run_1/pdn.png
(3 px per um) Pins as bars on the die edge.
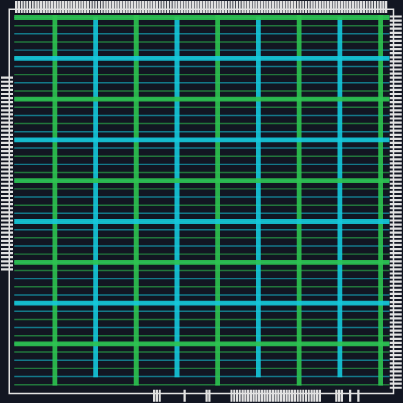
run_1/cell_classes.png
(2 px per um) Fill, decap, tap and diode cells in grey.
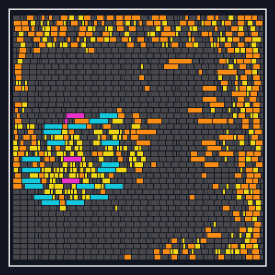
run_1/clock_map.png
(4 px per um)
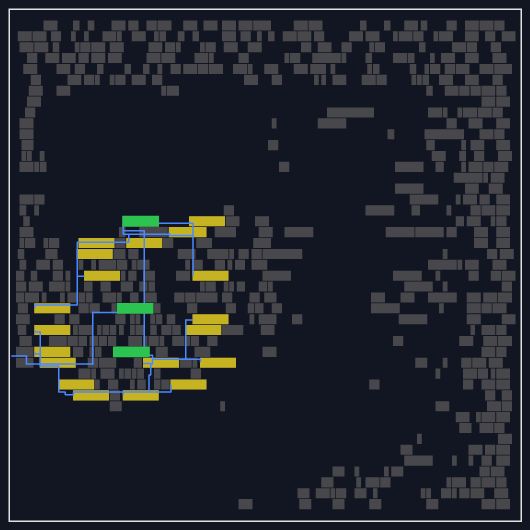
[config.mk]
export PLATFORM = sky130hd
export DESIGN_NAME = wb_rr_arbiter2
export DESIGN_NICKNAME = d
export VERILOG_FILES = /design/src/rtl/wb_arb_pkg.sv /design/src/rtl/wb_arb_timeout.sv /design/src/rtl/wb_rr_arbiter2.sv
export SDC_FILE = /design/constraint.sdc
export NUM_CORES = 1
export LEC_CHECK = 0
export CELL_PAD_IN_SITES_DETAIL_PLACEMENT = 0
export CELL_PAD_IN_SITES_GLOBAL_PLACEMENT = 1
export CORE_UTILIZATION = 16
export DETAILED_ROUTE_END_ITERATION = 12
export HOLD_SLACK_MARGIN = 0.1
export PLACE_DENSITY = 0.93
export SYNTH_ARGS = -nofsm -noshare
export SYNTH_HDL_FRONTEND = slang
export SYNTH_SLANG_ARGS = --single-unit
[constraint.sdc]
create_clock -name wb_clk_i -period 2.3 [get_ports wb_clk_i]
set_input_delay 0.345 -clock wb_clk_i [delete_from_list [all_inputs] [get_ports wb_clk_i]]
set_output_delay 0.345 -clock wb_clk_i [all_outputs]
set_load 0.02 [all_outputs]
[src/rtl/wb_arb_pkg.sv]
// Shared definitions for the two-master Wishbone round-robin arbiter:
// FSM encoding, watchdog counter width and the round-robin pick function.
package wb_arb_pkg;

    typedef logic [1:0] arb_state_t;

    localparam arb_state_t IDLE = 2'd0;
    localparam arb_state_t GNT0 = 2'd1;
    localparam arb_state_t GNT1 = 2'd2;

    localparam int TO_CNT_W = 16;

    // i_last: 0 = m0 held the bus last, 1 = m1 did; a tie goes to the other one
    function automatic arb_state_t arb_pick(input logic i_cyc0, input logic i_cyc1,
                                            input logic i_last);
        if (i_cyc0 && i_cyc1) return i_last ? GNT0 : GNT1;
        if (i_cyc0)           return GNT0;
        if (i_cyc1)           return GNT1;
        return IDLE;
    endfunction

endpackage

[src/rtl/wb_arb_timeout.sv]
// Bus watchdog: counts stalled strobe cycles and fires a one-cycle error
// pulse when the slave has not answered within TIMEOUT_CYCLES.
module wb_arb_timeout
    import wb_arb_pkg::*;
#(
    parameter int TIMEOUT_CYCLES = 255
) (
    input  logic i_clk,
    input  logic i_rst,
    input  logic i_stb_req,
    input  logic i_ack,
    input  logic i_err,
    input  logic i_gnt_chg,
    output logic o_to_err
);

    localparam logic [TO_CNT_W-1:0] LIMIT  = TO_CNT_W'(TIMEOUT_CYCLES);
    localparam logic                ENABLE = (TIMEOUT_CYCLES != 0);

    logic [TO_CNT_W-1:0] r_cnt;
    logic                w_stall;

    // A slave ack in the limit cycle wins over the watchdog
    assign o_to_err = ENABLE && i_stb_req && !i_ack && (r_cnt == LIMIT);
    assign w_stall  = i_stb_req && !o_to_err && !i_ack && !i_err;

    always_ff @(posedge i_clk or posedge i_rst) begin
        if (i_rst) begin
            r_cnt <= '0;
        end else if (i_gnt_chg || !w_stall) begin
            r_cnt <= '0;
        end else if (r_cnt != '1) begin
            r_cnt <= r_cnt + 1'b1;
        end
    end

endmodule

[src/rtl/wb_rr_arbiter2.sv]
// Two-master, one-slave Wishbone B3 classic arbiter with round-robin
// priority; a grant is held for the whole cycle so bursts stay atomic.
module wb_rr_arbiter2
    import wb_arb_pkg::*;
#(
    parameter int AW             = 32,
    parameter int DW             = 32,
    parameter int TIMEOUT_CYCLES = 255
) (
    input  logic            wb_clk_i,
    input  logic            wb_rst_i,
    input  logic [AW-1:0]   m0_adr_i,
    input  logic [DW-1:0]   m0_dat_i,
    input  logic [DW/8-1:0] m0_sel_i,
    input  logic            m0_we_i,
    input  logic            m0_cyc_i,
    input  logic            m0_stb_i,
    output logic [DW-1:0]   m0_dat_o,
    output logic            m0_ack_o,
    output logic            m0_err_o,
    input  logic [AW-1:0]   m1_adr_i,
    input  logic [DW-1:0]   m1_dat_i,
    input  logic [DW/8-1:0] m1_sel_i,
    input  logic            m1_we_i,
    input  logic            m1_cyc_i,
    input  logic            m1_stb_i,
    output logic [DW-1:0]   m1_dat_o,
    output logic            m1_ack_o,
    output logic            m1_err_o,
    output logic [AW-1:0]   s_adr_o,
    output logic [DW-1:0]   s_dat_o,
    output logic [DW/8-1:0] s_sel_o,
    output logic            s_we_o,
    output logic            s_cyc_o,
    output logic            s_stb_o,
    input  logic [DW-1:0]   s_dat_i,
    input  logic            s_ack_i,
    input  logic            s_err_i,
    output logic [1:0]      grant_o
);

    arb_state_t r_state;
    arb_state_t w_state_nxt;
    logic       r_last;
    logic       w_gnt0;
    logic       w_gnt1;
    logic       w_req_stb;
    logic       w_to_err;

    always_ff @(posedge wb_clk_i or posedge wb_rst_i) begin
        if (wb_rst_i) begin
            r_state <= IDLE;
            r_last  <= 1'b1;
        end else begin
            r_state <= w_state_nxt;
            if (w_state_nxt == GNT0)      r_last <= 1'b0;
            else if (w_state_nxt == GNT1) r_last <= 1'b1;
        end
    end

    // Re-arbitrate straight out of a grant so a waiting master loses no cycle
    always_comb begin
        w_state_nxt = r_state;
        case (r_state)
            GNT0:    if (!m0_cyc_i) w_state_nxt = arb_pick(m0_cyc_i, m1_cyc_i, r_last);
            GNT1:    if (!m1_cyc_i) w_state_nxt = arb_pick(m0_cyc_i, m1_cyc_i, r_last);
            default: w_state_nxt = arb_pick(m0_cyc_i, m1_cyc_i, r_last);
        endcase
    end

    assign w_gnt0    = (r_state == GNT0);
    assign w_gnt1    = (r_state == GNT1);
    assign w_req_stb = (w_gnt0 && m0_stb_i) || (w_gnt1 && m1_stb_i);

    wb_arb_timeout #(
        .TIMEOUT_CYCLES(TIMEOUT_CYCLES)
    ) u_timeout (
        .i_clk    (wb_clk_i),
        .i_rst    (wb_rst_i),
        .i_stb_req(w_req_stb),
        .i_ack    (s_ack_i),
        .i_err    (s_err_i),
        .i_gnt_chg(r_state != w_state_nxt),
        .o_to_err (w_to_err)
    );

    always_comb begin
        s_adr_o  = '0;
        s_dat_o  = '0;
        s_sel_o  = '0;
        s_we_o   = 1'b0;
        s_cyc_o  = 1'b0;
        m0_ack_o = 1'b0;
        m0_err_o = 1'b0;
        m1_ack_o = 1'b0;
        m1_err_o = 1'b0;
        case (r_state)
            GNT0: begin
                s_adr_o  = m0_adr_i;
                s_dat_o  = m0_dat_i;
                s_sel_o  = m0_sel_i;
                s_we_o   = m0_we_i;
                s_cyc_o  = m0_cyc_i;
                m0_ack_o = s_ack_i;
                m0_err_o = s_err_i | w_to_err;
            end
            GNT1: begin
                s_adr_o  = m1_adr_i;
                s_dat_o  = m1_dat_i;
                s_sel_o  = m1_sel_i;
                s_we_o   = m1_we_i;
                s_cyc_o  = m1_cyc_i;
                m1_ack_o = s_ack_i;
                m1_err_o = s_err_i | w_to_err;
            end
            default: ;
        endcase
    end

    assign s_stb_o  = w_req_stb && !w_to_err;
    assign m0_dat_o = s_dat_i;
    assign m1_dat_o = s_dat_i;
    assign grant_o  = {w_gnt1, w_gnt0};

endmodule

==> out/summary.log <==
qor: power.p_leak 2.04 nW
qor: layout.final_nets 712
qor: floorplanning.die_w 128 um
qor: layout.layout.non_clock_buffers 260
qor: global_route.grt_util_met1 0.201
qor: synthesis.topCellsByArea sky130_fd_sc_hd__a22oi_1 (21%), sky130_fd_sc_hd__buf_4 (20%), sky130_fd_sc_hd__dfrtp_1 (18%), sky130_fd_sc_hd__nor2_1 (13%), sky130_fd_sc_hd__ha_1 (2.0%)
qor: final_timing.fin_tns_setup 0 ps
qor: global_route.global_route.peak_usage_layer met2
qor: critical_path.crit-reg2reg-launch r_state[0]$_DFF_PP0_
qor: synthesis.ys_dominant_reg_cell sky130_fd_sc_hd__dfrtp_1
qor: critical_path.critical_path_peak_fanout 25
qor: synthesis.syn_area 0.00252 mm2
qor: detailed_routing.vias_per_cell 4.39
qor: critical_path.cp.buffers_inverters 4
qor: final_timing.timing.slew.headroom 0.519
qor: layout.lay_top_cells sky130_fd_sc_hd__clkdlybuf4s50_1 (145), sky130_fd_sc_hd__nor2_1 (85), sky130_fd_sc_hd__a22oi_1 (68)
qor: final_timing.finalCritPeriodShare 0.974
qor: status.run_status complete, no violations
qor: clock_network.cts.hold.buffers_added 0
qor: synthesis.ys_ff 19
qor: synthesis.largest_family_of_logic_cells_by_area AND-OR/OR-AND gates
qor: layout.layoutNonFillerInstCount 740
qor: power.total_combinational_power 4.27 mW
qor: detailed_routing.detailedRoute.firstIterationViolations 143
qor: floorplanning.floorplan.initialDensity 0.165
qor: layout.comb_area_frac 0.299
qor: critical_path.worst-endpoint-required 1960 ps
qor: power.power.share.switching 0.513
qor: layout.largest_register_ff_count 16
qor: synthesis.synth_async_sr_flop_share 1.00
qor: floorplanning.ioPinCount 319
qor: synthesis.synth_dominant_cell_count sky130_fd_sc_hd__nor2_1
qor: layout.seq_share 0.0967
qor: layout.logic_area 0.00147 mm2
qor: layout.sequential_cell_area 477 um2
qor: layout.register_name_with_the_most_flops u_timeout.r_cnt
qor: power.power.density_cell_area 1020 mW/mm2
qor: synthesis.synth.cellmix.xorXnorShare 0.0208
qor: detailed_routing.detail-route-antenna-nets 0
qor: run.openroad.warnings 29
qor: power.netSwitchingPower 2.58 mW
qor: layout.nFillCells 1688
qor: final_timing.fin_crit 2240 ps
qor: power.totalPowerFinal 5.02 mW
qor: clock_network.cts_repair_resize_count 83
qor: critical_path.rrSetupSlack 100 ps
qor: floorplanning.die_height 128 um
qor: synthesis.synth_area_leader_cell sky130_fd_sc_hd__a22oi_1
qor: layout.clockBufferCount 3
qor: clock_network.cts-htree-levels 1
qor: global_route.grt_util_all_layers 0.164
qor: layout.antenna-diode-count 0
qor: critical_path.worstSetupPathDepth 7
qor: clock_network.clock_latency 250 ps
qor: layout.dominant-cell-class non-clock buffers
qor: layout.final-clk-cell-share 0.0163
qor: final_timing.worst_hold_margin 487 ps
qor: synthesis.yosys-mux-area-fraction 0.0159
qor: critical_path.most_frequent_cp_cell sky130_fd_sc_hd__buf_4
qor: power.powerClk 0.364 mW
qor: critical_path.regToRegEndpoint r_last$_DFFE_PP1P_
qor: layout.syn_to_final_growth 95.1%
qor: detailed_routing.routed_wire_length_on_met3 2.55 mm
qor: worst_hold_path.min_path_cells 1
qor: synthesis.synth_warnings 0
qor: final_timing.timing.final.max_slew_violations 0
qor: synthesis.postSynthSeqShare 0.189
About pdn.png:
colour	net
cyan	VDD
green	VSS
met4 straps	9
met1 rails	46

About cell_classes.png:
colour	class	cells	share of their area
magenta	clock drivers and dummy loads	4	1.7%
orange	other buffers and delay cells	260	56%
yellow	all other logic	246	32%
cyan	flip-flops	19	10%

About clock_map.png:
[yellow] flip-flops | count: 19
[blue] clock wires | length: 269 um
[green] cells driving clock nets | count: 3
routed clock nets	4

Power figures rest on the tool's default switching activity, not on a simulated workload.
